**config.mk**
```make
export PLATFORM = sky130hd
export DESIGN_NAME = march_bist_ctrl
export DESIGN_NICKNAME = d
export VERILOG_FILES = /design/src/rtl/bist_pkg.sv /design/src/rtl/bist_rd_cmp.sv /design/src/rtl/march_bist_ctrl.sv
export SDC_FILE = /design/constraint.sdc
export NUM_CORES = 1
export LEC_CHECK = 0
export CAP_MARGIN = 20
export CORE_ASPECT_RATIO = 1.4
export CORE_MARGIN = 10
export CORE_UTILIZATION = 45
export CTS_CLUSTER_SIZE = 12
export DETAILED_ROUTE_END_ITERATION = 8
export MAX_ROUTING_LAYER = met4
export PLACE_DENSITY = 0.81
export SETUP_SLACK_MARGIN = 0.2
export SYNTH_ARGS = -nofsm -noshare
export SYNTH_HDL_FRONTEND = slang
export SYNTH_SLANG_ARGS = --single-unit
```
**constraint.sdc**
```tcl
create_clock -name clk -period 2.18 [get_ports clk]
set_input_delay 0.218 -clock clk [delete_from_list [all_inputs] [get_ports clk]]
set_output_delay 0.218 -clock clk [all_outputs]
set_load 0.03 [all_outputs]
```
**src/rtl/bist_pkg.sv**
```systemverilog
// March C- BIST shared definitions: FSM states, element and op encoding,
// per-element direction/data tables, default read latency.
package bist_pkg;

  localparam int RD_LAT_DEF = 2;

  typedef enum logic [1:0] {
    S_IDLE,
    S_RUN,
    S_DRAIN,
    S_DONE
  } state_t;

  typedef enum logic [2:0] {
    E0, E1, E2, E3, E4, E5
  } elem_t;

  typedef enum logic {
    OP_R = 1'b0,
    OP_W = 1'b1
  } op_t;

  // E3/E4 walk LAST_ADDR..0, the rest walk 0..LAST_ADDR.
  function automatic logic elem_dn(elem_t e);
    return (e == E3) || (e == E4);
  endfunction

  // E1..E4 are read-then-write pairs; E0 and E5 are single ops.
  function automatic logic elem_pair(elem_t e);
    return (e != E0) && (e != E5);
  endfunction

  function automatic op_t elem_op(elem_t e, logic ph);
    if (e == E0) return OP_W;
    if (e == E5) return OP_R;
    return ph ? OP_W : OP_R;
  endfunction

  // Background written by the element (E5 has none, 0 is used).
  function automatic logic elem_wbit(elem_t e);
    return (e == E1) || (e == E3);
  endfunction

  // Background expected by the element's read.
  function automatic logic elem_rbit(elem_t e);
    return (e == E2) || (e == E4);
  endfunction

  function automatic elem_t elem_next(elem_t e);
    return (e == E5) ? E5 : elem_t'(e + 3'd1);
  endfunction

endpackage

```
**src/rtl/bist_rd_cmp.sv**
```systemverilog
// Read compare pipe: RD_LAT-deep {valid, expected} shift register,
// comparator and sticky fail flag.
// Ports: clk, rst (sync, high), clr (restart), rd_issue, exp, rdata,
// fail (includes the compare in flight this cycle).
// BIST_DIAG_EN adds addr/elem inputs and first-fail capture + count.
module bist_rd_cmp
  import bist_pkg::*;
#(
  parameter int DATA_WIDTH = 8,
  parameter int ADDR_WIDTH = 8,
  parameter int RD_LAT     = RD_LAT_DEF
) (
  input  logic                  clk,
  input  logic                  rst,
  input  logic                  clr,
  input  logic                  rd_issue,
  input  logic [DATA_WIDTH-1:0] exp,
  input  logic [DATA_WIDTH-1:0] rdata,
  output logic                  fail
`ifdef BIST_DIAG_EN
  ,
  input  logic [ADDR_WIDTH-1:0] addr,
  input  elem_t                 elem,
  output logic [ADDR_WIDTH-1:0] fail_addr,
  output logic [2:0]            fail_elem,
  output logic [DATA_WIDTH-1:0] fail_exp,
  output logic [DATA_WIDTH-1:0] fail_act,
  output logic [15:0]           fail_cnt
`endif
);

  localparam int L = RD_LAT - 1;

  logic [RD_LAT-1:0]     vld_q;
  logic [DATA_WIDTH-1:0] exp_q [RD_LAT];
  logic                  fail_q;
  logic                  miscmp;

  assign miscmp = vld_q[L] && (rdata != exp_q[L]);
  // Combinational OR so pass is already final in the cycle done rises.
  assign fail   = fail_q | miscmp;

  always_ff @(posedge clk) begin
    if (rst || clr) begin
      vld_q  <= '0;
      fail_q <= 1'b0;
      for (int i = 0; i < RD_LAT; i++) exp_q[i] <= '0;
    end else begin
      vld_q[0] <= rd_issue;
      exp_q[0] <= exp;
      for (int i = 1; i < RD_LAT; i++) begin
        vld_q[i] <= vld_q[i-1];
        exp_q[i] <= exp_q[i-1];
      end
      if (miscmp) fail_q <= 1'b1;
    end
  end

`ifdef BIST_DIAG_EN
  logic [ADDR_WIDTH-1:0] addr_q [RD_LAT];
  elem_t                 elem_q [RD_LAT];

  always_ff @(posedge clk) begin
    if (rst || clr) begin
      fail_addr <= '0;
      fail_elem <= '0;
      fail_exp  <= '0;
      fail_act  <= '0;
      fail_cnt  <= '0;
      for (int i = 0; i < RD_LAT; i++) begin
        addr_q[i] <= '0;
        elem_q[i] <= E0;
      end
    end else begin
      addr_q[0] <= addr;
      elem_q[0] <= elem;
      for (int i = 1; i < RD_LAT; i++) begin
        addr_q[i] <= addr_q[i-1];
        elem_q[i] <= elem_q[i-1];
      end
      if (miscmp) begin
        if (!fail_q) begin
          fail_addr <= addr_q[L];
          fail_elem <= elem_q[L];
          fail_exp  <= exp_q[L];
          fail_act  <= rdata;
        end
        if (fail_cnt != 16'hffff) fail_cnt <= fail_cnt + 16'd1;
      end
    end
  end
`endif

endmodule

```
**src/rtl/march_bist_ctrl.sv**
```systemverilog
// March C- BIST controller: FSM, element/op/address counters, wdata
// lookahead; read checking lives in bist_rd_cmp.
// Ports: clk, rst (sync, high), start, done, pass, write_read, address,
// wdata, rdata. BIST_DIAG_EN adds fail_addr/elem/exp/act/cnt.
module march_bist_ctrl
  import bist_pkg::*;
#(
  parameter int DATA_WIDTH = 8,
  parameter int ADDR_WIDTH = 8,
  parameter int LAST_ADDR  = 255,
  parameter int RD_LAT     = RD_LAT_DEF
) (
  input  logic                  clk,
  input  logic                  rst,
  input  logic                  start,
  output logic                  done,
  output logic                  pass,
  output logic                  write_read,
  output logic [ADDR_WIDTH-1:0] address,
  output logic [DATA_WIDTH-1:0] wdata,
  input  logic [DATA_WIDTH-1:0] rdata
`ifdef BIST_DIAG_EN
  ,
  output logic [ADDR_WIDTH-1:0] fail_addr,
  output logic [2:0]            fail_elem,
  output logic [DATA_WIDTH-1:0] fail_exp,
  output logic [DATA_WIDTH-1:0] fail_act,
  output logic [15:0]           fail_cnt
`endif
);

  localparam int CW = (RD_LAT > 1) ? $clog2(RD_LAT) : 1;
  localparam logic [ADDR_WIDTH-1:0] LAST = ADDR_WIDTH'(LAST_ADDR);

  state_t                state_q, state_d;
  elem_t                 elem_q, elem_d;
  logic                  ph_q, ph_d;
  logic [ADDR_WIDTH-1:0] addr_q, addr_d;
  logic [CW-1:0]         cnt_q, cnt_d;
  logic [DATA_WIDTH-1:0] wdata_q;
  logic                  clr;
  logic                  last_op;
  logic                  at_end;
  logic                  rd_issue;
  logic                  fail;
  op_t                   op;

  assign op      = elem_op(elem_q, ph_q);
  assign last_op = elem_pair(elem_q) ? ph_q : 1'b1;
  assign at_end  = elem_dn(elem_q) ? (addr_q == '0)
                                   : (addr_q == LAST);

  always_comb begin
    state_d = state_q;
    elem_d  = elem_q;
    ph_d    = ph_q;
    addr_d  = addr_q;
    cnt_d   = cnt_q;
    clr     = 1'b0;
    unique case (state_q)
      S_IDLE, S_DONE: begin
        if (start) begin
          state_d = S_RUN;
          elem_d  = E0;
          ph_d    = 1'b0;
          addr_d  = '0;
          clr     = 1'b1;
        end
      end
      S_RUN: begin
        if (!last_op) begin
          ph_d = 1'b1;
        end else begin
          ph_d = 1'b0;
          if (!at_end) begin
            addr_d = elem_dn(elem_q) ? addr_q - 1'b1
                                     : addr_q + 1'b1;
          end else if (elem_q == E5) begin
            // done must rise RD_LAT cycles after this last read.
            state_d = (RD_LAT > 1) ? S_DRAIN : S_DONE;
            cnt_d   = CW'(RD_LAT - 1);
          end else begin
            elem_d = elem_next(elem_q);
            addr_d = elem_dn(elem_d) ? LAST : '0;
          end
        end
      end
      S_DRAIN: begin
        if (cnt_q == CW'(1)) state_d = S_DONE;
        else                 cnt_d   = cnt_q - 1'b1;
      end
      default: state_d = S_IDLE;
    endcase
  end

  always_ff @(posedge clk) begin
    if (rst) begin
      state_q <= S_IDLE;
      elem_q  <= E0;
      ph_q    <= 1'b0;
      addr_q  <= '0;
      cnt_q   <= '0;
      wdata_q <= '0;
    end else begin
      state_q <= state_d;
      elem_q  <= elem_d;
      ph_q    <= ph_d;
      addr_q  <= addr_d;
      cnt_q   <= cnt_d;
      // Every write in an element carries the same background, so
      // tracking the element keeps wdata one op ahead of each write.
      wdata_q <= {DATA_WIDTH{elem_wbit(elem_d)}};
    end
  end

  assign rd_issue   = (state_q == S_RUN) && (op == OP_R);
  assign write_read = (state_q == S_RUN) && (op == OP_W);
  assign address    = addr_q;
  assign wdata      = wdata_q;
  assign done       = (state_q == S_DONE);
  assign pass       = done & ~fail;

  bist_rd_cmp #(
    .DATA_WIDTH (DATA_WIDTH),
    .ADDR_WIDTH (ADDR_WIDTH),
    .RD_LAT     (RD_LAT)
  ) u_cmp (
    .clk       (clk),
    .rst       (rst),
    .clr       (clr),
    .rd_issue  (rd_issue),
    .exp       ({DATA_WIDTH{elem_rbit(elem_q)}}),
    .rdata     (rdata),
    .fail      (fail)
`ifdef BIST_DIAG_EN
    ,
    .addr      (addr_q),
    .elem      (elem_q),
    .fail_addr (fail_addr),
    .fail_elem (fail_elem),
    .fail_exp  (fail_exp),
    .fail_act  (fail_act),
    .fail_cnt  (fail_cnt)
`endif
  );

endmodule
```
Run 1, supply network:
Scale bar: 20 um. Pins as bars on the die edge.
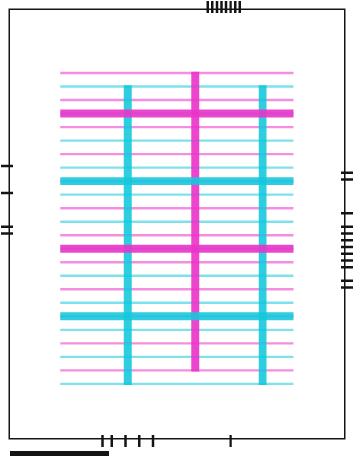
net	colour
VDD	magenta
VSS	cyan
rows	23
signal pins	30
met4 straps	3
met1 rails	24
met5 straps	4
core area: 2940 um^2
die extent in x: 67.2 um
Peak supply drop: 418 uV
die height: 86.1 um

Run 1, placement by cell class:
Scale bar: 20 um.
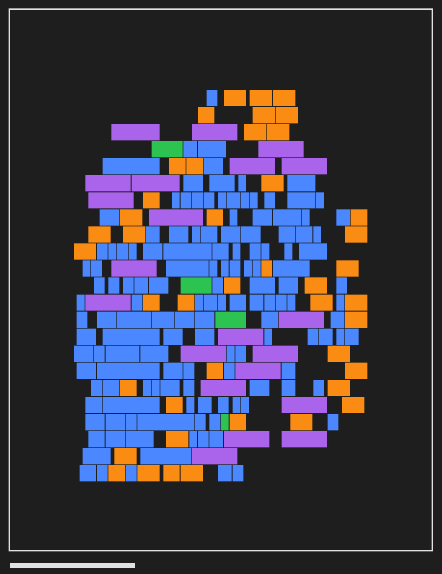
class	colour	cells
sequential cells	purple	21
clock drivers and dummy loads	green	4
remaining buffers and delay cells	orange	43
remaining logic cells	blue	141

==> results.json, run 1 <==
{
  "fp_nets": 196,
  "cts_max_path_buffers": 2,
  "skew_ns": 0.00396,
  "worstPathArrival_ns": 2.37,
  "antenna_left": 0,
  "worstPathMaxFanout": 6,
  "io_buffers": 29,
  "synthesis.yosys.warnings": 0,
  "rows": 23,
  "fmax_mhz": 459,
  "antenna_found_initial": 0,
  "warnings": 32,
  "cts_root_buf": "clkbuf_8",
  "finalHoldViolations": 0,
  "grt_pass1_wl_um": 6480,
  "max_slew_margin_pct": 74.6,
  "ys_cells": 174,
  "die_area_um2": 5790,
  "globalRouteMet1Util_pct": 13.9,
  "worstSetupEndpointType": "flop",
  "min_path_type": "reg -> reg",
  "ys_area_um2": 1410,
  "synth_top_cell_by_area": "dfxtp_1",
  "layout_min_cycle_time_ns": 2.18,
  "first_pass_iters": 4,
  "status": "completed",
  "synth-edff-count": 0,
  "syn_area_per_cell_um2": 8.08,
  "fin_crit_sh_pct": 100,
  "gr-total-overflow": 0,
  "syn-cell-area_um2": 1410,
  "worst_pin_slew_ns": 0.380,
  "n_antenna_cell": 0,
  "total_power_uw": 1290,
  "grt_max_degree": 12
}
Run 1, clock network drawn from the DEF:
Scale bar: 20 um.
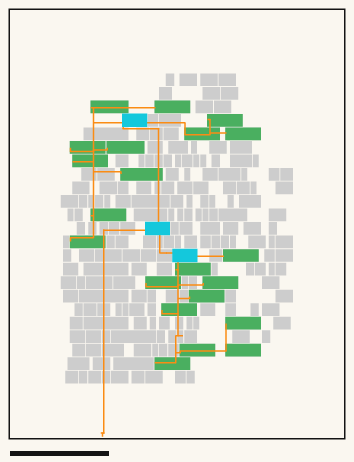
[flip-flops] green | count: 21
[clock-net drivers] cyan | count: 3
[clock wires] orange | length: 259 um
routed clock nets	4

Run 1, routed metal, one colour a layer:
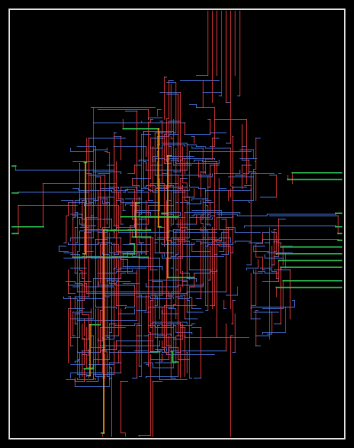
layer	colour	wire length
M3	green	180 um
M2	red	2310 um
M1	blue	1590 um
M4	orange	120 um
Tot GR Track Use: 14.3%
total wire length: 4200 um
Vias: 1416

## run 1: power breakdown
group / internal (uW) / switching [uW]
logic: 206 / 376
registers: 415 / 43.5
clock network: 130 / 122
## run 1: through the flow
stage,std cells,hold WS (ns),setup slack (ns),area (um^2)
2_1_floorplan,174,0.406,0.157,1430
3_3_place_gp,232,0.411,0.0168,1710
3_5_place_dp,232,0.422,-0.0319,1710
4_1_cts,243,0.440,0.0277,1870
5_1_grt,246,0.451,-0.165,1960
6_report,246,0.433,0.000556,1960
## run 1: critical path, cell delays in order, from the launching register on
cell and delay [ns]:
dfxtp_4 0.35, and3b_1 0.19, or2_4 0.28, fa_2 0.37, a211oi_2 0.23, o21bai_1 0.13, a21oi_2 0.18, xnor2_1 0.14
o21ai_1 0.09, a21oi_1 0.15
## run 1: logic make-up after synthesis
family	synth area share (%)
compound gates	28.0
simple gates	19.1
flops	29.9
buf+inv	7.66
fa+ha+maj	10.3
xor+xnor	4.99
## run 1: per-layer routing
metal  share of wire [%]  up-vias
li1                    -      697
met1                  38      664
met2                  55       42
met3                 4.3       13
met4                 2.9        0
met5                   0        -
## run 1: sequential cells by signal, indices dropped and copies added, names as in the netlist
name,count
u_cmp.exp_q,2
elem_q,3
address,8
ph_q,1
u_cmp.vld_q,2
state_q,2
cnt_q,1
u_cmp.fail_q,1
wdata,1
## run 1: path summary, 6_finish.rpt
kind / start / end / slack (ns)
worst max-delay path: elem_q[2] / address[6] / 0.0006
worst min-delay path: u_cmp.vld_q[0] / u_cmp.vld_q[1] / 0.43
worst min register to register: u_cmp.vld_q[0] / u_cmp.vld_q[1] / 0.43
worst max register to register: elem_q[2] / address[6] / 0.0006
## run 1: cells in the final DEF, fill, tap and decap left out, types with 3 or more instances in the layout
master,instances
clkdlybuf4s50_1,27
dfxtp_1,18
nor2_1,16
a21oi_1,15
buf_4,15
nand2_1,11
o21ai_1,10
inv_1,7
o21ai_0,6
and2_1,5
a21oi_2,5
xnor2_1,5
ha_1,5
ha_4,4
nor4_1,3
nor3_1,3
nand4_1,3
a21o_1,3
xor2_1,3
a211oi_2,3
a211oi_1,3
clkbuf_8,3
## run 1: repair_timing
item	in CTS	in global routing
pin swaps	16	15
gates resized	13	18
hold buffers	0	0
endpoints found under the setup margin	7	13
setup buffers	7	3
## run 1: final cells by class
| type | instances | area (um^2) |
|---|---|---|
| tap | 37 | 46.3 |
| timing repair buffer | 43 | 388 |
| inverter | 7 | 26.3 |
| clock buffer | 4 | 45.0 |
| fill | 242 | 973 |
| multi-input combinational | 134 | 1030 |
| sequential | 21 | 427 |
Run 1, routing congestion map:
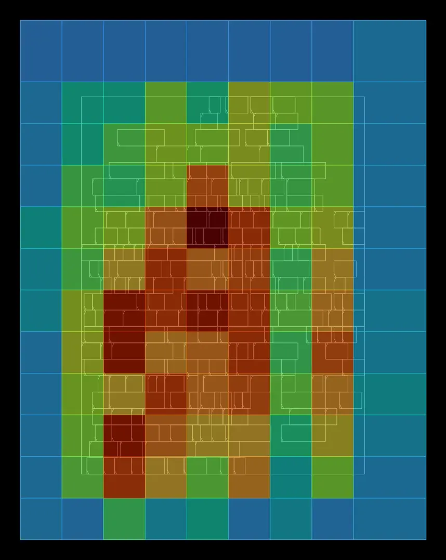

==> run 2, diff against run 1 <==
--- a/config.mk
+++ b/config.mk
@@ -8,11 +8,11 @@
 export CAP_MARGIN = 20
 export CORE_ASPECT_RATIO = 1.4
 export CORE_MARGIN = 10
-export CORE_UTILIZATION = 45
+export CORE_UTILIZATION = 50
 export CTS_CLUSTER_SIZE = 12
 export DETAILED_ROUTE_END_ITERATION = 8
 export MAX_ROUTING_LAYER = met4
-export PLACE_DENSITY = 0.81
+export PLACE_DENSITY = 0.85
 export SETUP_SLACK_MARGIN = 0.2
 export SYNTH_ARGS = -nofsm -noshare
 export SYNTH_HDL_FRONTEND = slang
==> constraint.sdc (replaced) <==
create_clock -name clk -period 2.45 [get_ports clk]
set_input_delay 0.245 -clock clk [delete_from_list [all_inputs] [get_ports clk]]
set_output_delay 0.245 -clock clk [all_outputs]
set_load 0.03 [all_outputs]
Run 2, routing congestion map:
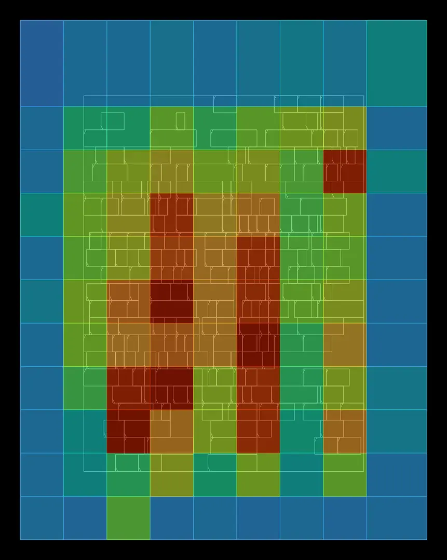
GRT met3 Usage: 4.45%
routing usage on met1: 12.6%
gr busiest metal: met2
routed length per instance: 14.9 um
Util after Layout: 66.4%

==> results.json, run 2 <==
{
  "syn-cell-area_um2": 1410,
  "synth_top_cell_by_area": "dfxtp_1",
  "area_growth_pct": 26.1,
  "p_per_area_nw_per_um2": 595,
  "ys_cells": 174,
  "finalHoldViolations": 0,
  "rows": 22,
  "ys.flop_type": "dfxtp_1",
  "status": "completed",
  "cts_max_path_buffers": 2,
  "fmax_mhz": 452,
  "ys_seq_share_pct": 29.9,
  "topCellsByArea": "dfxtp_1 30%, ha_1 8.9%, a21oi_1 6.8%",
  "cts_hold_buf": 0,
  "die_area_um2": 5360,
  "lay_top_count": "clkdlybuf4s50_1",
  "synthArstFlopShare_pct": 0,
  "drv_cap": 0,
  "fill_cells": 231,
  "max_slew_margin_pct": 55.6,
  "synth-edff-count": 0,
  "p_leak_uw": 0.000689,
  "fp_nets": 196,
  "yosys.cell_types.count": 42,
  "synthDominantCellAreaShare_pct": 29.9,
  "cts_root_buf": "clkbuf_4",
  "tns_ns": 0,
  "warnings": 30,
  "worstSetupEndpointType": "flop",
  "skew_ns": 0.00686,
  "layout-drive-gt1-share_pct": 12.4,
  "synthesis.yosys.warnings": 0,
  "timing.hold.ws_ns": 0.439,
  "clkLatencyLatePin_ns": 0.30,
  "worst_ep_required_time_ns": 2.68,
  "first_pass_iters": 4,
  "n_antenna_cell": 0,
  "worst_slack_ns": 0.236,
  "hold_start": "u_cmp.vld_q[0]",
  "fp_util_pct": 52.6,
  "use_met2_pct": 23.5,
  "worstPathMaxFanout": 8,
  "cts_buffers": 3,
  "worstPathArrival_ns": 2.44,
  "track_usage_pct": 13.7,
  "cts_tree": "yes",
  "fin_crit_sh_pct": 90.4,
  "setup_viol": 0,
  "pin_count": 30,
  "vias": 1378,
  "maxSlewViolCount": 0,
  "clock_sinks": 21,
  "ys_area_um2": 1410,
  "io_buffers": 29,
  "mostFrequentLayoutCells": "27 x clkdlybuf4s50_1, 20 x dfxtp_1, 18 x a21oi_1",
  "gr-total-overflow": 0,
  "worst_pin_slew_ns": 0.664,
  "crit_path_start": "elem_q[2]",
  "hpwlAfterDp_um": 2720,
  "flop_area_um2": 422,
  "place_ws_ns": 0.103,
  "grt_pass1_vias": 1400,
  "antenna_left": 0,
  "syn_area_per_cell_um2": 8.08,
  "grt_max_degree": 18,
  "layout_min_cycle_time_ns": 2.21,
  "crit_path_start_kind": "flop",
  "vias_per_cell": 5.81,
  "crit_type": "reg -> reg",
  "postRouteWirelength_um": 3540,
  "min_path_type": "reg -> reg",
  "rsz0062_at_grt": "true",
  "grt_pass1_wl_um": 5890,
  "synth_flop_count": 21,
  "antenna_found_initial": 0,
  "largest_reg_flops": 8,
  "regToRegStartpoint": "elem_q[2]",
  "logic_area_um2": 918
}
Run 2, supply network:
Scale bar: 20 um. Pins as bars on the die edge.
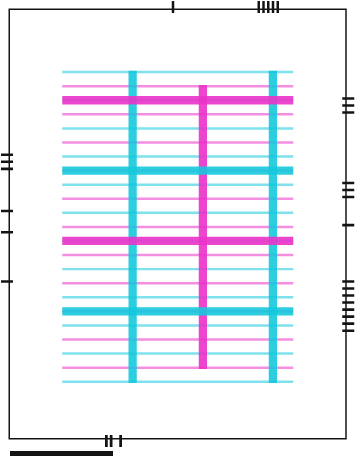
die extent in x: 64.8 um
die height: 82.7 um
Peak supply drop: 309 uV
core area: 2670 um^2

## run 2: cell counts after synthesis
Identical to the previous run, type by type.
## run 2: layout make-up
cell class	instances	share of cell area (%)
clock buffers	4	1.48
multi-input cells	134	51.8
well taps	36	2.54
flip-flops and latches	21	23.8
repair buffers	35	18.9
inverters	7	1.48
## run 2: cells by family (layout without fill, tap and decap cells)
| group | after synthesis | count (layout) | synth area share (%) |
|---|---|---|---|
| xor gates and xnor gates | 8 | 8 | 4.99 |
| adders and majority gates | 11 | 11 | 10.3 |
| and+or+nand+nor | 54 | 54 | 19.1 |
| buffers and inverters | 19 | 46 | 7.66 |
| AOI/OAI and AO/OA | 61 | 61 | 28.0 |
| DFF | 21 | 21 | 29.9 |
## run 2: worst max-delay path, stage by stage, from the launching register on
cell and delay [ns]:
dfxtp_2 0.36, and3b_1 0.21, or2_4 0.29, ha_1 0.32, a211oi_2 0.25, o21bai_1 0.11
a21oi_1 0.20, xnor2_1 0.15, o21ai_0 0.09, a21oi_1 0.16
## run 2: per-stage QoR
step           area, um^2  std cells  total power [uW]
3_3_place_gp         1690        231               881
2_1_floorplan        1410        174               760
3_5_place_dp         1690        231               897
6_report             1770        237              1050
4_1_cts              1740        235              1060
5_1_grt              1770        237              1140
## run 2: report_power, final
group          leakage [uW]  total, uW  switching [uW]  internal, uW
sequential         0.000170        409            39.0           370
combinational      0.000503        479             305           174
clock             0.0000150        165             101          63.5
## run 2: path summary, 6_finish.rpt
| check | cells past startpoint | slack [ns] | end |
|---|---|---|---|
| setup / recovery | 9 | 0.24 | address[5] |
| hold reg to reg | 1 | 0.44 | u_cmp.vld_q[1] |
| hold / removal | 1 | 0.44 | u_cmp.vld_q[1] |
| setup reg to reg | 9 | 0.24 | address[5] |
## run 2: repair_timing
action,4_1_cts,5_1_grt
pin swaps,1,6
endpoints found under the setup margin,5,7
endpoints found under the hold margin,0,0
buffers inserted,0,2
gates resized,8,8
## run 2: metal layers
metal | share of wire (%) | routed length, um | vias up
met3 | 6.3 | 223 | 6
met5 | 0 | 0 | -
met1 | 41 | 1440 | 645
met4 | 2.0 | 72 | 0
li1 | - | - | 682
met2 | 51 | 1810 | 45
Run 2, routed metal, one colour a layer:
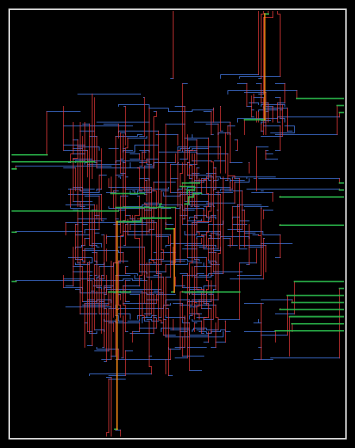

==> run 3, diff against run 2 <==
--- a/config.mk
+++ b/config.mk
@@ -13,6 +13,7 @@
 export DETAILED_ROUTE_END_ITERATION = 8
 export MAX_ROUTING_LAYER = met4
 export PLACE_DENSITY = 0.85
+export RECOVER_POWER = 50
 export SETUP_SLACK_MARGIN = 0.2
 export SYNTH_ARGS = -nofsm -noshare
 export SYNTH_HDL_FRONTEND = slang
Run 3, routed metal, one colour a layer:
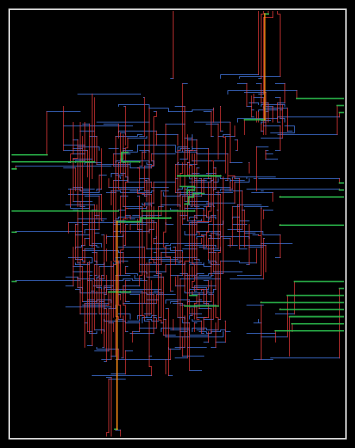
layer	colour	wire length
M3	green	228 um
M4	orange	60.5 um
M2	red	1810 um
M1	blue	1430 um
total wire length: 3530 um
Vias: 1379
Tot GR Track Use: 13.7%
routed length per instance: 14.9 um

Run 3, supply network:
Scale bar: 20 um. Pins as bars on the die edge.
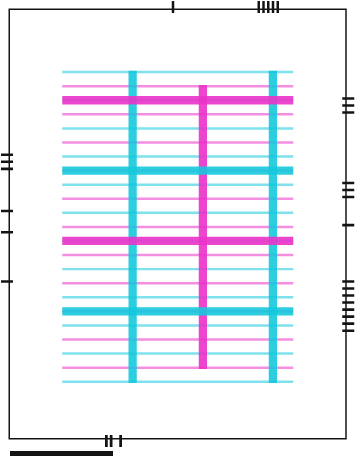
Peak supply drop: 310 uV

==> results.json, run 3 <==
{
  "syn-cell-area_um2": 1410,
  "path_cells": "and3b_1, or2_4, ha_1, a211oi_2, o21bai_1, a21oi_1, xnor2_1, o21ai_0, a21oi_1",
  "largest_reg_flops": 8,
  "syn_area_per_cell_um2": 8.08,
  "lay_top_count": "dfxtp_1",
  "antenna_left": 0,
  "setup_viol": 0,
  "tns_ns": 0,
  "die_h_um": 82.7,
  "topCellsByArea": "dfxtp_1 30%, ha_1 8.9%, a21oi_1 6.8%",
  "cp.buffers_inverters": 0,
  "layout_min_cycle_time_ns": 2.21,
  "synthAdderAreaFrac_pct": 10.3,
  "grt_max_degree": 18,
  "xor_area_share_pct": 4.99,
  "min_path_type": "reg -> reg",
  "rows": 22,
  "worst_pin_slew_ns": 0.669,
  "mux_share_pct": 0,
  "finalHoldViolations": 0,
  "antenna_found_initial": 0,
  "synthesis.yosys.warnings": 0,
  "synth_flop_count": 21,
  "crit_family": "AND-OR/OR-AND gates",
  "synth_top_cell_by_area": "dfxtp_1",
  "grt_pass1_wl_um": 5890,
  "cts_tree": "yes",
  "crit_path_start_kind": "flop",
  "die_area_um2": 5360,
  "ys_area_um2": 1410,
  "hpwlAfterDp_um": 2720,
  "layout-drive-gt1-share_pct": 11.9,
  "ys.flop_type": "dfxtp_1",
  "p_leak_uw": 0.000734,
  "critPathMaxStageDelay_ns": 0.36,
  "rsz0062_at_grt": "true",
  "simple_gate_area_share_pct": 19.1,
  "top_logic_kind": "AND-OR/OR-AND gates",
  "worstPathArrival_ns": 2.44,
  "clock_sinks": 21,
  "fin_crit_sh_pct": 90.4,
  "gr-total-overflow": 0,
  "fp.coreArea_um2": 2670,
  "cpMaxStageDelayCell": "dfxtp_2",
  "first_pass_iters": 4,
  "ys_seq_share_pct": 29.9,
  "die_w_um": 64.8,
  "area_growth_pct": 26.0,
  "worstSetupEndpointType": "flop",
  "cp_common_cell": "a21oi_1",
  "status": "completed",
  "maxSlewViolCount": 0,
  "ys_cells": 174,
  "vias_per_cell": 5.82,
  "place_ws_ns": 0.103,
  "mostFrequentLayoutCells": "20 x dfxtp_1, 18 x a21oi_1, 16 x nor2_1",
  "cts_max_path_buffers": 2,
  "skew_ns": 0.00852,
  "synthArstFlopShare_pct": 0,
  "grt_pass1_vias": 1400,
  "warnings": 30
}
==> run 3: power by group <==
group / total [uW] / switching [uW] / internal [uW]
logic: 480 / 306 / 174
clock network: 164 / 101 / 63.4
registers: 409 / 39.0 / 370
==> run 3: stage by stage <==
step,total power (uW),hold slack (ns),instance area (um^2),utilization (%),instances
after detailed placement,897,0.418,1690,63.4,231
after CTS,1060,0.444,1740,65.0,235
after floorplan,760,0.406,1410,-,174
after global routing,1140,0.459,1770,66.3,237
after global placement,881,0.412,1690,63.4,231
final,1050,0.439,1770,66.3,237
==> run 3: repair_timing <==
item	4_1_cts	5_1_grt
hold buffers	0	0
pin swaps	1	6
gates resized	8	8
setup buffers	0	2
endpoints found under the setup margin	5	7
==> run 3: worst register-to-register path, cell delays in order, from the launching register on <==
cell      delay, ns
dfxtp_2        0.36
and3b_1        0.21
or2_4          0.29
ha_1           0.32
a211oi_2       0.25
o21bai_1       0.11
a21oi_1        0.20
xnor2_1        0.15
o21ai_0        0.09
a21oi_1        0.16
==> run 3: final timing paths <==
path | from | slack, ns | depth (start not counted) | endpoint
setup / recovery | elem_q[2] | 0.24 | 9 | address[5]
hold / removal | u_cmp.vld_q[0] | 0.44 | 1 | u_cmp.vld_q[1]
setup reg to reg | elem_q[2] | 0.24 | 9 | address[5]
hold reg to reg | u_cmp.vld_q[0] | 0.44 | 1 | u_cmp.vld_q[1]
==> run 3: cell type report <==
class,instances,area (um^2)
Fill cell,231,900
Multi-Input combinational cell,134,917
Timing Repair Buffer,35,334
Tap cell,36,45.0
Inverter,7,26.3
Sequential cell,21,422
Clock buffer,4,26.3
==> run 3: kinds of logic after synthesis <==
logic type / Yosys count
adder cells (fa/ha/maj): 11
buffers and inverters: 19
AND-OR/OR-AND: 61
flip-flops: 21
XOR/XNOR: 8
AND/OR/NAND/NOR: 54
==> run 3: per-layer routing <==
| metal | GRT usage, % | routed length, um | vias up |
|---|---|---|---|
| li1 | - | - | 683 |
| met1 | 12.6 | 1430 | 648 |
| met2 | 23.5 | 1810 | 44 |
| met3 | 4.45 | 227 | 4 |
| met4 | 9.87 | 60 | 0 |
| met5 | - | 0 | - |
Power figures rest on the tool's default switching activity, not on a simulated workload.
